--- config.mk ---
export PLATFORM = sky130hd
export DESIGN_NAME = seg_scan_controller_flat
export DESIGN_NICKNAME = d
export VERILOG_FILES = /design/src/rtl/seg_scan_controller_if.sv /design/src/rtl/seg_scan_controller.sv /design/src/flat_wrapper.sv
export SDC_FILE = /design/constraint.sdc
export NUM_CORES = 1
export LEC_CHECK = 0
export CORE_MARGIN = 1.5
export CORE_UTILIZATION = 60
export CTS_CLUSTER_SIZE = 12
export DETAILED_ROUTE_END_ITERATION = 12
export PLACE_DENSITY = 0.84
export SYNTH_ARGS = -nofsm -noshare
export SYNTH_HDL_FRONTEND = slang
export SYNTH_SLANG_ARGS = --single-unit
--- constraint.sdc ---
create_clock -name clock -period 13.6 [get_ports clock]
set_input_delay 2.04 -clock clock [delete_from_list [all_inputs] [get_ports clock]]
set_output_delay 2.04 -clock clock [all_outputs]
set_load 0.05 [all_outputs]
--- src/rtl/seg_scan_controller_if.sv ---
// Control and display bus of the seg_scan_controller: count/scan controls in,
// BCD count and multiplexed seven-segment drive out.
interface seg_scan_controller_if;
    logic        enable;
    logic        advance;
    logic        clear;
    logic        blanking;
    logic        lz_suppress;
    logic [15:0] value;
    logic        wrap;
    logic [6:0]  seg;
    logic [3:0]  digit_en_n;

    modport master (
        output enable, advance, clear, blanking, lz_suppress,
        input  value, wrap, seg, digit_en_n
    );

    modport slave (
        input  enable, advance, clear, blanking, lz_suppress,
        output value, wrap, seg, digit_en_n
    );
endinterface

--- src/rtl/seg_scan_controller.sv ---
// Four-digit BCD event counter driving a time-multiplexed common-anode
// seven-segment display with dead-time, blanking and leading-zero suppression.
module seg_scan_controller #(
    parameter int unsigned SCAN_DIV   = 1000,
    parameter int unsigned GAP_CYCLES = 4,
    parameter int unsigned STEP       = 2
) (
    input  logic                  clock,
    input  logic                  reset_n,
    seg_scan_controller_if.slave  bus
);

    localparam int unsigned SC_W      = (SCAN_DIV > 2) ? $clog2(SCAN_DIV) : 1;
    localparam logic [6:0]  SEG_BLANK = 7'b1111111;

    typedef enum logic {ST_GAP, ST_DRIVE} state_t;

    state_t          state_q, state_d;
    logic [SC_W-1:0] sc_q, sc_d;
    logic [1:0]      di_q, di_d;
    logic [3:0]      lat_digit_q, lat_digit_d;
    logic            lat_above_q, lat_above_d;
    logic            lat_blank_q, lat_blank_d;
    logic            lat_lz_q, lat_lz_d;
    logic [15:0]     value_q, value_d;
    logic            wrap_q, wrap_d;
    logic [6:0]      seg_q, seg_d;
    logic [3:0]      an_q, an_d;
    logic [4:0]      sum;
    logic            carry;
    logic            last_sc;

    function automatic logic [6:0] decode(input logic [3:0] d);
        case (d)
            4'd0:    decode = 7'b0000001;
            4'd1:    decode = 7'b1001111;
            4'd2:    decode = 7'b0010010;
            4'd3:    decode = 7'b0000110;
            4'd4:    decode = 7'b1001100;
            4'd5:    decode = 7'b0100100;
            4'd6:    decode = 7'b0100000;
            4'd7:    decode = 7'b0001111;
            4'd8:    decode = 7'b0000000;
            4'd9:    decode = 7'b0000100;
            default: decode = SEG_BLANK;
        endcase
    endfunction

    // BCD counter: clear wins, otherwise add STEP with per-digit decimal carry
    always_comb begin
        value_d = value_q;
        wrap_d  = 1'b0;
        sum     = 5'd0;
        carry   = 1'b0;
        if (bus.clear) begin
            value_d = 16'h0000;
        end else if (bus.enable && bus.advance) begin
            for (int i = 0; i < 4; i++) begin
                sum = 5'(value_q[4*i +: 4]) + ((i == 0) ? 5'(STEP) : 5'd0) + 5'(carry);
                if (sum >= 5'd10) begin
                    sum   = sum - 5'd10;
                    carry = 1'b1;
                end else begin
                    carry = 1'b0;
                end
                value_d[4*i +: 4] = sum[3:0];
            end
            wrap_d = carry;
        end
    end

    // Scan sequencing, slot latch and registered display drive
    always_comb begin
        last_sc     = (sc_q == SC_W'(SCAN_DIV - 1));
        sc_d        = last_sc ? '0 : sc_q + SC_W'(1);
        di_d        = last_sc ? di_q + 2'd1 : di_q;
        state_d     = state_q;
        lat_digit_d = lat_digit_q;
        lat_above_d = lat_above_q;
        lat_blank_d = lat_blank_q;
        lat_lz_d    = lat_lz_q;
        an_d        = 4'b1111;
        seg_d       = SEG_BLANK;

        case (state_q)
            ST_GAP:   if (32'(sc_d) >= GAP_CYCLES) state_d = ST_DRIVE;
            ST_DRIVE: if (last_sc)                 state_d = ST_GAP;
            default:                               state_d = ST_GAP;
        endcase

        // Freeze what this slot shows so mid-slot count changes cannot tear it
        if (sc_q == '0) begin
            lat_blank_d = bus.blanking;
            lat_lz_d    = bus.lz_suppress;
            case (di_q)
                2'd0: begin
                    lat_digit_d = value_q[3:0];
                    lat_above_d = (value_q[15:4] == 12'h000);
                end
                2'd1: begin
                    lat_digit_d = value_q[7:4];
                    lat_above_d = (value_q[15:8] == 8'h00);
                end
                2'd2: begin
                    lat_digit_d = value_q[11:8];
                    lat_above_d = (value_q[15:12] == 4'h0);
                end
                default: begin
                    lat_digit_d = value_q[15:12];
                    lat_above_d = 1'b1;
                end
            endcase
        end

        if (state_d == ST_DRIVE && !lat_blank_d) begin
            an_d = ~(4'b0001 << di_d);
            if (!(lat_lz_d && di_d != 2'd0 && lat_digit_d == 4'd0 && lat_above_d))
                seg_d = decode(lat_digit_d);
        end
    end

    always_ff @(posedge clock or negedge reset_n) begin
        if (!reset_n) begin
            state_q     <= ST_GAP;
            sc_q        <= '0;
            di_q        <= 2'd0;
            lat_digit_q <= 4'd0;
            lat_above_q <= 1'b0;
            lat_blank_q <= 1'b0;
            lat_lz_q    <= 1'b0;
            value_q     <= 16'h0000;
            wrap_q      <= 1'b0;
            seg_q       <= SEG_BLANK;
            an_q        <= 4'b1111;
        end else begin
            state_q     <= state_d;
            sc_q        <= sc_d;
            di_q        <= di_d;
            lat_digit_q <= lat_digit_d;
            lat_above_q <= lat_above_d;
            lat_blank_q <= lat_blank_d;
            lat_lz_q    <= lat_lz_d;
            value_q     <= value_d;
            wrap_q      <= wrap_d;
            seg_q       <= seg_d;
            an_q        <= an_d;
        end
    end

    assign bus.value      = value_q;
    assign bus.wrap       = wrap_q;
    assign bus.seg        = seg_q;
    assign bus.digit_en_n = an_q;

endmodule

--- src/flat_wrapper.sv ---
// flat-port wrapper written by rule: the top's interface ports become plain ports
module seg_scan_controller_flat 
#(
    parameter int unsigned SCAN_DIV   = 1000,
    parameter int unsigned GAP_CYCLES = 4,
    parameter int unsigned STEP       = 2
)
  (clock, reset_n, bus_enable, bus_advance, bus_clear, bus_blanking, bus_lz_suppress, bus_value, bus_wrap, bus_seg, bus_digit_en_n);
  seg_scan_controller_if bus_i ();
  input  logic clock;
  input  logic reset_n;
  input wire logic [$bits(bus_i.enable)-1:0] bus_enable;
  input wire logic [$bits(bus_i.advance)-1:0] bus_advance;
  input wire logic [$bits(bus_i.clear)-1:0] bus_clear;
  input wire logic [$bits(bus_i.blanking)-1:0] bus_blanking;
  input wire logic [$bits(bus_i.lz_suppress)-1:0] bus_lz_suppress;
  output wire logic [$bits(bus_i.value)-1:0] bus_value;
  output wire logic [$bits(bus_i.wrap)-1:0] bus_wrap;
  output wire logic [$bits(bus_i.seg)-1:0] bus_seg;
  output wire logic [$bits(bus_i.digit_en_n)-1:0] bus_digit_en_n;
  assign bus_i.enable = bus_enable;
  assign bus_i.advance = bus_advance;
  assign bus_i.clear = bus_clear;
  assign bus_i.blanking = bus_blanking;
  assign bus_i.lz_suppress = bus_lz_suppress;
  assign bus_value = bus_i.value;
  assign bus_wrap = bus_i.wrap;
  assign bus_seg = bus_i.seg;
  assign bus_digit_en_n = bus_i.digit_en_n;
  seg_scan_controller #(.SCAN_DIV(SCAN_DIV), .GAP_CYCLES(GAP_CYCLES), .STEP(STEP)) u_core (.clock(clock), .reset_n(reset_n), .bus(bus_i));
endmodule
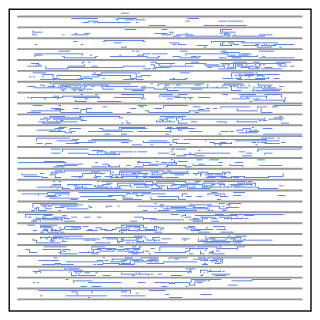
(run_1/layer_met1.png)
Scale: 4 px per um. Supply wires on this layer in grey.
- share of all routed wire: 46%
- longest straight run: 29.4 um
- nets with wire on the layer: 336
- main direction: horizontal

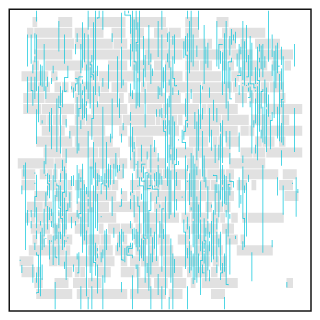
(run_1/layer_met2.png)
Scale: 4 px per um. Cells faint in the background.
- share of all routed wire: 50%
- longest straight run: 28.9 um
- wire length on this layer: 3130 um

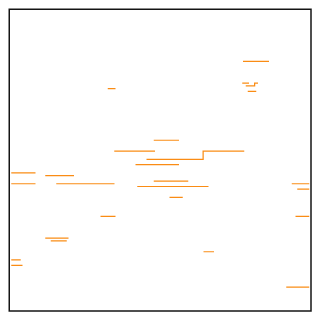
(run_1/layer_met3.png)
Scale: 4 px per um.
- main direction: horizontal
- wire length on this layer: 163 um
- share of all routed wire: 2.6%
- longest straight run: 17.5 um
- nets with wire on the layer: 21
post-detailed-routing wire length: 6220 um
met3 Track Usage GR: 0.0335
total via count after detailed routing: 2440

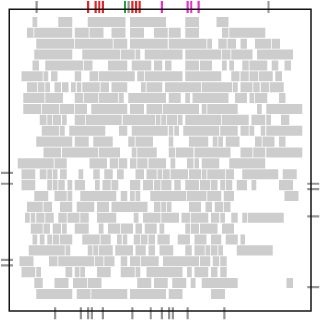
(run_1/io_placement.png)
Scale: 4 px per um. Pins as bars across the die edge, other pins in grey.
- green: bus_blanking (pins 1; direction input; edge top)
- magenta: bus_digit_en_n (pins 4; direction output; edge top)
- red: bus_seg (pins 7; direction output; edge top)

==> deck_impl_summary.md, run 1 <==
Flow Results at a Glance

Timing
  • Worst Skew: 0.00414 ns
  • Final hold violations: 0
  • Final setup violation count: 0
  • Min Clock Period, post-route: about 6.3 ns
  • Highest clock frequency the design can meet: between 150 and 200 MHz

Synthesis
  • Simple-gate share of the synthesized area: 0.227
  • Gate count after technology mapping: roughly 330
  • Biggest area consumer among synthesized cells: dfrtp_1
  • Cell total in the yosys stat output: 328
  • XOR/XNOR Area Share: 0.0450
  • Area fraction in mux cells: 0.0506
  • Post-synthesis async set-or-reset flop share: 1.00
  • Synthesized chip area reported by yosys: just over 3000 sq um
  • Number of warnings printed during yosys synthesis: 0
  • Synth cell types: roughly 75
  • Dominant kind of combinational cell: simple AND/OR/NAND/NOR gates
  • Post-Syn Area per Cell: roughly 9.5 sq um
  • Commonest cells in the netlist: 36 x dfrtp_1, 31 x nand2_1, 27 x nor2_1
  • Area share, top type: 0.289
  • Main area contributors after synthesis: dfrtp_1 29%, dfstp_2 9.3%, ha_1 8.4%
  • Total of flip-flops plus latches after synthesis: about 47
  • Floorplan Nets: 356
  • Sequential share of the synthesized area: 0.382
  • Ao+oa area frac: 0.159
  • Most common cell in the netlist: dfrtp_1

GRT
  • Met1 track demand over resource: 0.281
  • Number of antenna violations at the first check in global routing: 0
  • Total routing usage reported by global routing: 0.226
  • Met2 track demand over resource: 0.399
  • Total gr overflow: 0
  • Maximum number of pins on one net before global-route repair: around 48
  • Number of global-route vias before repair: around 2200

Setup path
  • Arrival time reported for the critical path endpoint: 6.47 ns
  • Crit start category: flip-flop
  • RR Startpoint: u_core.bus.value[1]$_DFFE_PN0P_
  • Cell type group with the largest total delay on the critical path: adder cells
  • Worst Path Required: 13.79 ns
  • Kind of critical path: reg -> reg
  • Capturing element type of the critical path: flip-flop
  • Cells on worst reg2reg path: 24
  • Cells along the critical path: ha_1, or4b_2, o21ai_0, ha_1, ha_1, xnor2_1, ha_1, o31ai_1, a32o_1, ha_1, ha_1, xnor2_1, ha_1, o21ai_0, a41oi_1, inv_1, ha_1, ha_1, nor2b_1, o311a_1, o22ai_1, nor4_1, a2111oi_0, nand2_1
  • Critical path depth: 24
  • Destination of the critical timing path: u_core.bus.value[14]$_DFFE_PN0N_
  • Endpoint of the worst register-to-register path: u_core.bus.value[14]$_DFFE_PN0N_

Route
  • Number of remaining DRC errors: 0
  • Sum of met3 wire segment lengths after detailed routing: between 150 and 200 um
  • Met1 Routed Length: between 2000 and 3000 um
  • Average routed wire per standard cell: around 15 um
  • Met2 wire length: 3130 um
  • Highest routed layer: met4

Run status
  • Run status: completed

Place
  • DPL Wire Length: 4380 um
  • Count of input and output buffers: 33
  • Area after detailed placement: 3430 sq um
  • Pre-CTS setup slack: about 7.5 ns

Power and ir drop
  • Post-layout power: between 0.2 and 0.3 mW
  • Total sequential power: ~0.15 mW
  • Power Combinational: ~0.038 mW
  • Combinational group share of total power: 0.132
  • Internal power: roughly 0.21 mW
  • IR drop worst, VDD: 0.0482 mV
  • Leakage power of the design: approximately 1.5 nW
  • Clock network power: 0.101 mW

Finish
  • Combinational Gates: around 250
  • Number of flip-flops and latches: approximately 47
  • Largest register FFs: 15
  • Largest area class, layout: logic gates
  • End-of-flow core utilization: 0.702
  • Clk tree area frac: 0.0314
  • Cell area after layout: ~3500 sq um
  • Share of the final layout cell area in sequential cells: 0.336
  • Net count of the finished layout: ~380
  • Non-CTS buffers: 33
  • Multi-input gate share of total cell area: 0.499
  • Most frequent cells in the layout: 36 x dfrtp_1, 32 x clkdlybuf4s50_1, 31 x nand2_1
  • Signal buf overhead: 0.0918
  • Sequential cell area: around 1200 sq um
  • Layout Area Growth over Synthesis: 13.7%
  • Share of layout cells above drive strength 1: 0.128

Die
  • Area of the chip: 5630 sq um
  • Die span in x: around 75 um
  • Standard cell core area: 5040 sq um
  • Die Y: ~75 um
  • Number of rows created at floorplan: 26

Clock tree
  • Clock transition at the register clock pins on the worst setup and hold paths after CTS: 0.10 ns
  • # resized after CTS: 0
  • Total of hold buffers inserted after clock tree synthesis: 0
  • Inserted Clock Buffers: 5
  • Late-Pin Clk Latency: a little over 0.3 ns

Hold path
  • Min-delay worst type: reg -> reg
  • Cell depth of the worst min-delay path: 1

Run
  • Total number of warnings across the stage logs: 35
==> run_1/placement.png <==
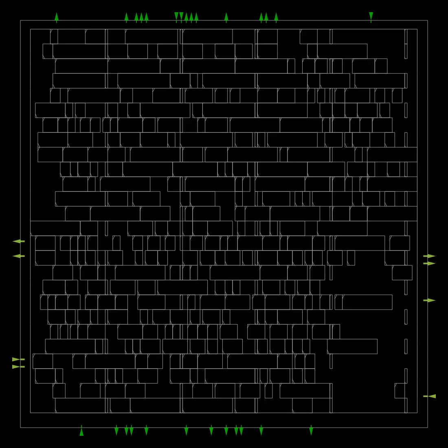

## Run 2: what changed since run 1
CORE_UTILIZATION = 51   (was 60)
PLACE_DENSITY = 0.76   (was 0.84)
clock period = 5.5 ns   (was 13.6 ns; I/O delays follow)
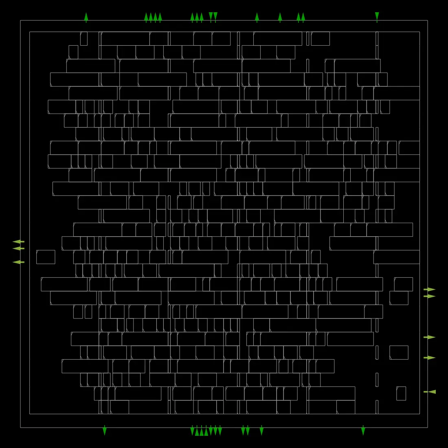
(run_2/placement.png)
TAP cells: 75
standard cell core area: 5920 sq um
end-of-flow core utilization: 0.650
count of placed standard cells in the final layout, fillers left out: 442

==> run 2 against run 1 <==
  * Non-clock buffer count is 16 higher
  * Worst hold slack about the same
  * Register-to-register slack worse by 7.0 ns
  * Synthesized cell count is the same
  * Critical path type unchanged
  * Largest cell class unchanged
==> deck_impl_summary.md, run 2 <==
Flow Results at a Glance

Synthesis
  • Post-Syn Area per Cell: approximately 9.5 sq um
  • Floorplan Nets: roughly 360
  • Number of flops mapped to enable cells by yosys: 0
  • Biggest area consumer among synthesized cells: dfrtp_1
  • Area fraction in mux cells: 0.0506
  • Cell total in the yosys stat output: 328
  • Total of flip-flops plus latches after synthesis: 47
  • Fraction of the mapped netlist area in adder cells: 0.0843
  • Number of warnings printed during yosys synthesis: 0
  • Most common cell in the netlist: dfrtp_1
  • Ao+oa area frac: 0.159
  • Area share, top type: 0.289
  • Synthesized chip area reported by yosys: a little over 3000 sq um
  • Simple-gate share of the synthesized area: 0.227
  • Synth cell types: 75
  • Commonest cells in the netlist: 36 x dfrtp_1, 31 x nand2_1, 27 x nor2_1
  • Summed instance area of the synthesized netlist: between 3000 and 4000 sq um
  • Main area contributors after synthesis: dfrtp_1 29%, dfstp_2 9.3%, ha_1 8.4%
  • XOR/XNOR Area Share: 0.0450
  • Sequential share of the synthesized area: 0.382
  • Post-synthesis async set-or-reset flop share: 1.00
  • Dominant kind of combinational cell: simple AND/OR/NAND/NOR gates
  • Gate count after technology mapping: approximately 330

Die
  • Number of rows created at floorplan: 28
  • Die Y: roughly 81 um
  • Number of top-level pins: 35
  • Area of the chip: 6590 sq um
  • Die span in x: about 80 um

Timing
  • Slew @ Worst Pin: just over 1 ns
  • Highest clock frequency the design can meet: 193 MHz
  • Final hold violations: 0
  • Final sum of negative setup slack: 0 ns
  • Worst Skew: 0.00887 ns
  • Final Cycle Share: 0.943
  • Min Clock Period, post-route: approximately 5.2 ns
  • Final setup violation count: 0
  • Relative slew margins: 0.312
  • Count of pins over their slew limit: 0

Run
  • Max-capacitance violation count: 0
  • Total number of warnings across the stage logs: 35

Setup path
  • Cells on worst reg2reg path: 24
  • Cell type group with the largest total delay on the critical path: adder cells
  • Most Frequent Cell on Critical Path: ha_4
  • Worst Path Required: roughly 5.7 ns
  • Critical path depth: 24
  • Kind of critical path: reg -> reg
  • RR Startpoint: u_core.bus.value[2]$_DFFE_PN0N_
  • Destination of the critical timing path: u_core.bus.value[14]$_DFFE_PN0N_
  • Arrival time reported for the critical path endpoint: around 5.4 ns
  • Cells along the critical path: ha_4, or4b_4, o21ai_2, ha_2, ha_4, xnor2_2, ha_2, o31ai_1, a32o_2, ha_4, ha_4, xnor2_2, ha_2, o21ai_2, a41oi_2, inv_2, ha_4, ha_4, nor2b_4, o311a_1, o22ai_2, nor4_2, a2111oi_2, nand2_1
  • Capturing element type of the critical path: flip-flop
  • Crit start category: flip-flop
  • Flop2flop setup slack: a little over 0.3 ns
  • Endpoint of the worst register-to-register path: u_core.bus.value[14]$_DFFE_PN0N_

Route
  • ANT nets after route: 0
  • Length of the first detailed-routing pass in iterations: 4
  • Met1 Routed Length: roughly 3000 um
  • Post-detailed-routing wire length: between 6000 and 7000 um
  • Sum of met3 wire segment lengths after detailed routing: 255 um
  • Number of remaining DRC errors: 0
  • Highest routed layer: met4
  • Average routed wire per standard cell: 15.3 um
  • Met2 wire length: roughly 3300 um
  • Total via count after detailed routing: 2547

Finish
  • Sequential cell area: approximately 1200 sq um
  • Clk tree area frac: 0.0345
  • Largest area class, layout: logic gates
  • Share of layout cells above drive strength 1: 0.229
  • # diodes: 0
  • Number of flip-flops and latches: 47
  • Largest register FFs: 15
  • Multi-input gate share of total cell area: 0.500
  • Fill cells: between 400 and 500
  • Non-CTS buffers: 49
  • Net count of the finished layout: roughly 400
  • Combinational Gates: approximately 250
  • Most used logic cell in the final layout: dfrtp_1
  • Layout Area Growth over Synthesis: 23.5%
  • Most frequent cells in the layout: 34 x dfrtp_1, 32 x clkdlybuf4s50_1, 31 x nand2_1
  • Signal buf overhead: 0.116
  • Cell area after layout: 3850 sq um
  • Share of the final layout cell area in sequential cells: 0.310

Power and ir drop
  • Internal power: 0.579 mW
  • Largest Pwr Group: registers
  • IR drop worst, VDD: between 0.1 and 0.15 mV
  • Post-layout power: between 0.7 and 0.8 mW
  • Share of power burned in registers: 0.476
  • Total sequential power: 0.367 mW
  • Clock network power: just under 0.3 mW
  • Leakage power of the design: ~1.6 nW
  • Combinational group share of total power: 0.139
  • Power Combinational: about 0.11 mW

Clock tree
  • Late-Pin Clk Latency: roughly 0.3 ns
  • Clock sink count: 47
  • Clock H-tree levels: 2
  • Total of hold buffers inserted after clock tree synthesis: 0
  • # resized after CTS: 2
  • Buffer levels on the longest clock path: 2
  • Inserted Clock Buffers: 5
  • Clock transition at the register clock pins on the worst setup and hold paths after CTS: 0.08 ns

Place
  • Last weighted congestion value of the routability-driven placer: 0.824
  • Pre-CTS setup slack: -0.0714 ns
  • Count of input and output buffers: 33
  • Area after detailed placement: roughly 3500 sq um
  • DPL Wire Length: roughly 4600 um
  • Count of placed standard cells including taps: ~420

GRT
  • Number of global-route vias before repair: 2412
  • Busiest layer in global routing: met2
  • Met3 Track Usage GR: 0.0404
  • Met1 track demand over resource: 0.269
  • Number of antenna violations at the first check in global routing: 0
  • Met2 track demand over resource: 0.373
  • Total gr overflow: 0
  • Wire length of the first global-routing pass: between 10000 and 15000 um
  • Total routing usage reported by global routing: 0.214
  • Maximum number of pins on one net before global-route repair: roughly 48

Hold path
  • Cell depth of the worst min-delay path: 1
  • Worst hold path endpoint: u_core.lat_lz_q$_DFF_PN0_
  • Min-delay worst type: reg -> reg
  • Launch point of the worst hold path: u_core.lat_lz_q$_DFF_PN0_

Run status
  • Run status: completed
==> run_2/layer_met1.png <==
Scale: 4 px per um. Supply wires on this layer in grey.
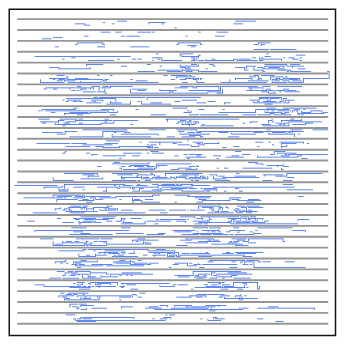

## Run 3: what changed since run 2
CAP_MARGIN = 25   (was unset)
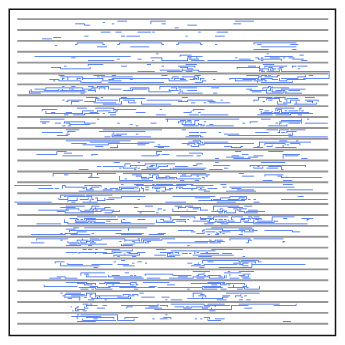
(run_3/layer_met1.png)
Scale: 4 px per um. Supply wires on this layer in grey.
- nets with wire on the layer: 350
- wire length on this layer: 3080 um
- main direction: horizontal
- longest straight run: 24.4 um
post-detailed-routing wire length: 6720 um
met1 track demand over resource: 0.278

==> run 3 against run 2 <==
  * Critical path type unchanged
  * Utilization grew 0.59 points
  * Design area grew 0.91%
  * Largest power group unchanged
  * Non-clock buffer count did not move
  * Sequential power is essentially flat
  * Critical endpoint unchanged
  * Register-to-register slack got worse by 0.08 ns
  * Setup slack worse by 0.083 ns
  * Die size is the same
  * Critical path depth is the same
  * Via count increased by 0.31%
  * Power increased by 0.50%
==> deck_impl_summary.md, run 3 <==
Flow Results at a Glance

Finish
  • Most used logic cell in the final layout: dfrtp_1
  • Cell area after layout: between 3000 and 4000 sq um
  • Net count of the finished layout: between 300 and 400
  • Clk tree area frac: 0.0342
  • Combinational Gates: approximately 250
  • Number of flip-flops and latches: between 40 and 50
  • Largest area class, layout: logic gates
  • # diodes: 0
  • Sequential cell area: about 1200 sq um
  • Share of the final layout cell area in sequential cells: 0.307
  • Multi-input gate share of total cell area: 0.501
  • Largest register FFs: 15
  • Layout Area Growth over Synthesis: 24.6%
  • Non-CTS buffers: 49
  • Fill cells: 452
  • Share of layout cells above drive strength 1: 0.232
  • Signal buf overhead: 0.118
  • Count of placed standard cells in the final layout, fillers left out: 442
  • End-of-flow core utilization: 0.656
  • Most frequent cells in the layout: 34 x dfrtp_1, 32 x clkdlybuf4s50_1, 31 x nand2_1

Setup path
  • Worst Path Required: between 5 and 6 ns
  • Endpoint of the worst register-to-register path: u_core.bus.value[14]$_DFFE_PN0N_
  • RR Startpoint: u_core.bus.value[2]$_DFFE_PN0N_
  • Critical path depth: 24
  • Flop2flop setup slack: 0.23 ns
  • Cells along the critical path: ha_4, or4b_4, o21ai_2, ha_2, ha_4, xnor2_2, ha_2, o31ai_1, a32o_2, ha_4, ha_4, xnor2_2, ha_2, o21ai_2, a41oi_2, inv_2, ha_4, ha_4, nor2b_4, o311a_1, o22ai_4, nor4_4, a2111oi_2, nand2_1
  • Kind of critical path: reg -> reg
  • Cells on worst reg2reg path: 24
  • Capturing element type of the critical path: flip-flop
  • Slowest Stage Delay on Critical Path: about 0.48 ns
  • Arrival time reported for the critical path endpoint: around 5.5 ns
  • Worst path bufs/invs: 1
  • Most Frequent Cell on Critical Path: ha_4
  • Cell type group with the largest total delay on the critical path: adder cells
  • Destination of the critical timing path: u_core.bus.value[14]$_DFFE_PN0N_
  • Highest-delay cell along the critical path: or4b_4
  • Crit start category: flip-flop

Clock tree
  • Buffer levels on the longest clock path: 2
  • Clock H-tree levels: 2
  • Clock transition at the register clock pins on the worst setup and hold paths after CTS: 0.09 ns
  • Inserted Clock Buffers: 5
  • # resized after CTS: 2
  • Total of hold buffers inserted after clock tree synthesis: 0
  • Clock sink count: 47
  • Late-Pin Clk Latency: ~0.30 ns

Run status
  • Run status: completed

Power and ir drop
  • Share of power burned in registers: 0.474
  • Largest Pwr Group: registers
  • Clock network power: between 0.2 and 0.3 mW
  • Total sequential power: around 0.37 mW
  • Power Combinational: 0.109 mW
  • Combinational group share of total power: 0.141
  • Internal power: about 0.58 mW
  • IR drop worst, VDD: 0.138 mV
  • Post-layout power: about 0.77 mW
  • Leakage power of the design: roughly 1.6 nW

Die
  • TAP cells: between 70 and 80
  • Die Y: between 80 and 90 um
  • Number of rows created at floorplan: 28
  • Standard cell core area: around 5900 sq um
  • Area of the chip: 6590 sq um
  • Die span in x: between 80 and 90 um

Synthesis
  • Ao+oa area frac: 0.159
  • Area share, top type: 0.289
  • Fraction of the mapped netlist area in adder cells: 0.0843
  • Commonest cells in the netlist: 36 x dfrtp_1, 31 x nand2_1, 27 x nor2_1
  • Sequential share of the synthesized area: 0.382
  • XOR/XNOR Area Share: 0.0450
  • Cell total in the yosys stat output: 328
  • Total of flip-flops plus latches after synthesis: about 47
  • Post-Syn Area per Cell: 9.50 sq um
  • Area fraction in mux cells: 0.0506
  • Dominant kind of combinational cell: simple AND/OR/NAND/NOR gates
  • Summed instance area of the synthesized netlist: about 3100 sq um
  • Synth cell types: between 70 and 80
  • Number of flops mapped to enable cells by yosys: 0
  • Biggest area consumer among synthesized cells: dfrtp_1
  • Gate count after technology mapping: roughly 330
  • Post-synthesis async set-or-reset flop share: 1.00
  • Synthesized chip area reported by yosys: 3120 sq um
  • Number of warnings printed during yosys synthesis: 0
  • Main area contributors after synthesis: dfrtp_1 29%, dfstp_2 9.3%, ha_1 8.4%
  • Floorplan Nets: approximately 360
  • Simple-gate share of the synthesized area: 0.227
  • Most common cell in the netlist: dfrtp_1

Route
  • ANT nets after route: 0
  • Met2 wire length: between 3000 and 4000 um
  • Total via count after detailed routing: approximately 2600
  • Highest routed layer: met4
  • Length of the first detailed-routing pass in iterations: 4
  • Number of remaining DRC errors: 0
  • Sum of met3 wire segment lengths after detailed routing: 280 um

Place
  • Count of placed standard cells including taps: approximately 420
  • Pre-CTS setup slack: -0.0787 ns
  • DPL Wire Length: roughly 4700 um
  • Area after detailed placement: about 3600 sq um
  • Last weighted congestion value of the routability-driven placer: roughly 0.82

GRT
  • Number of global-route vias before repair: ~2300
  • Number of antenna violations at the first check in global routing: 0
  • Busiest layer in global routing: met2
  • Met3 Track Usage GR: 0.0360
  • Wire length of the first global-routing pass: 10700 um
  • Total gr overflow: 0
  • Total routing usage reported by global routing: 0.211
  • Maximum number of pins on one net before global-route repair: 39

Timing
  • Slew @ Worst Pin: between 0.8 and 0.9 ns
  • Min Clock Period, post-route: 5.27 ns
  • Relative slew margins: 0.423
  • Final sum of negative setup slack: 0 ns
  • Highest clock frequency the design can meet: approximately 190 MHz
  • Worst Skew: about 0.008 ns
  • Final hold violations: 0
  • Final Cycle Share: 0.959
  • Count of pins over their slew limit: 0

Hold path
  • Min-delay worst type: in -> async

Run
  • Total number of warnings across the stage logs: 35
  • Max-capacitance violation count: 0
Power is estimated from default activity; no workload was simulated.
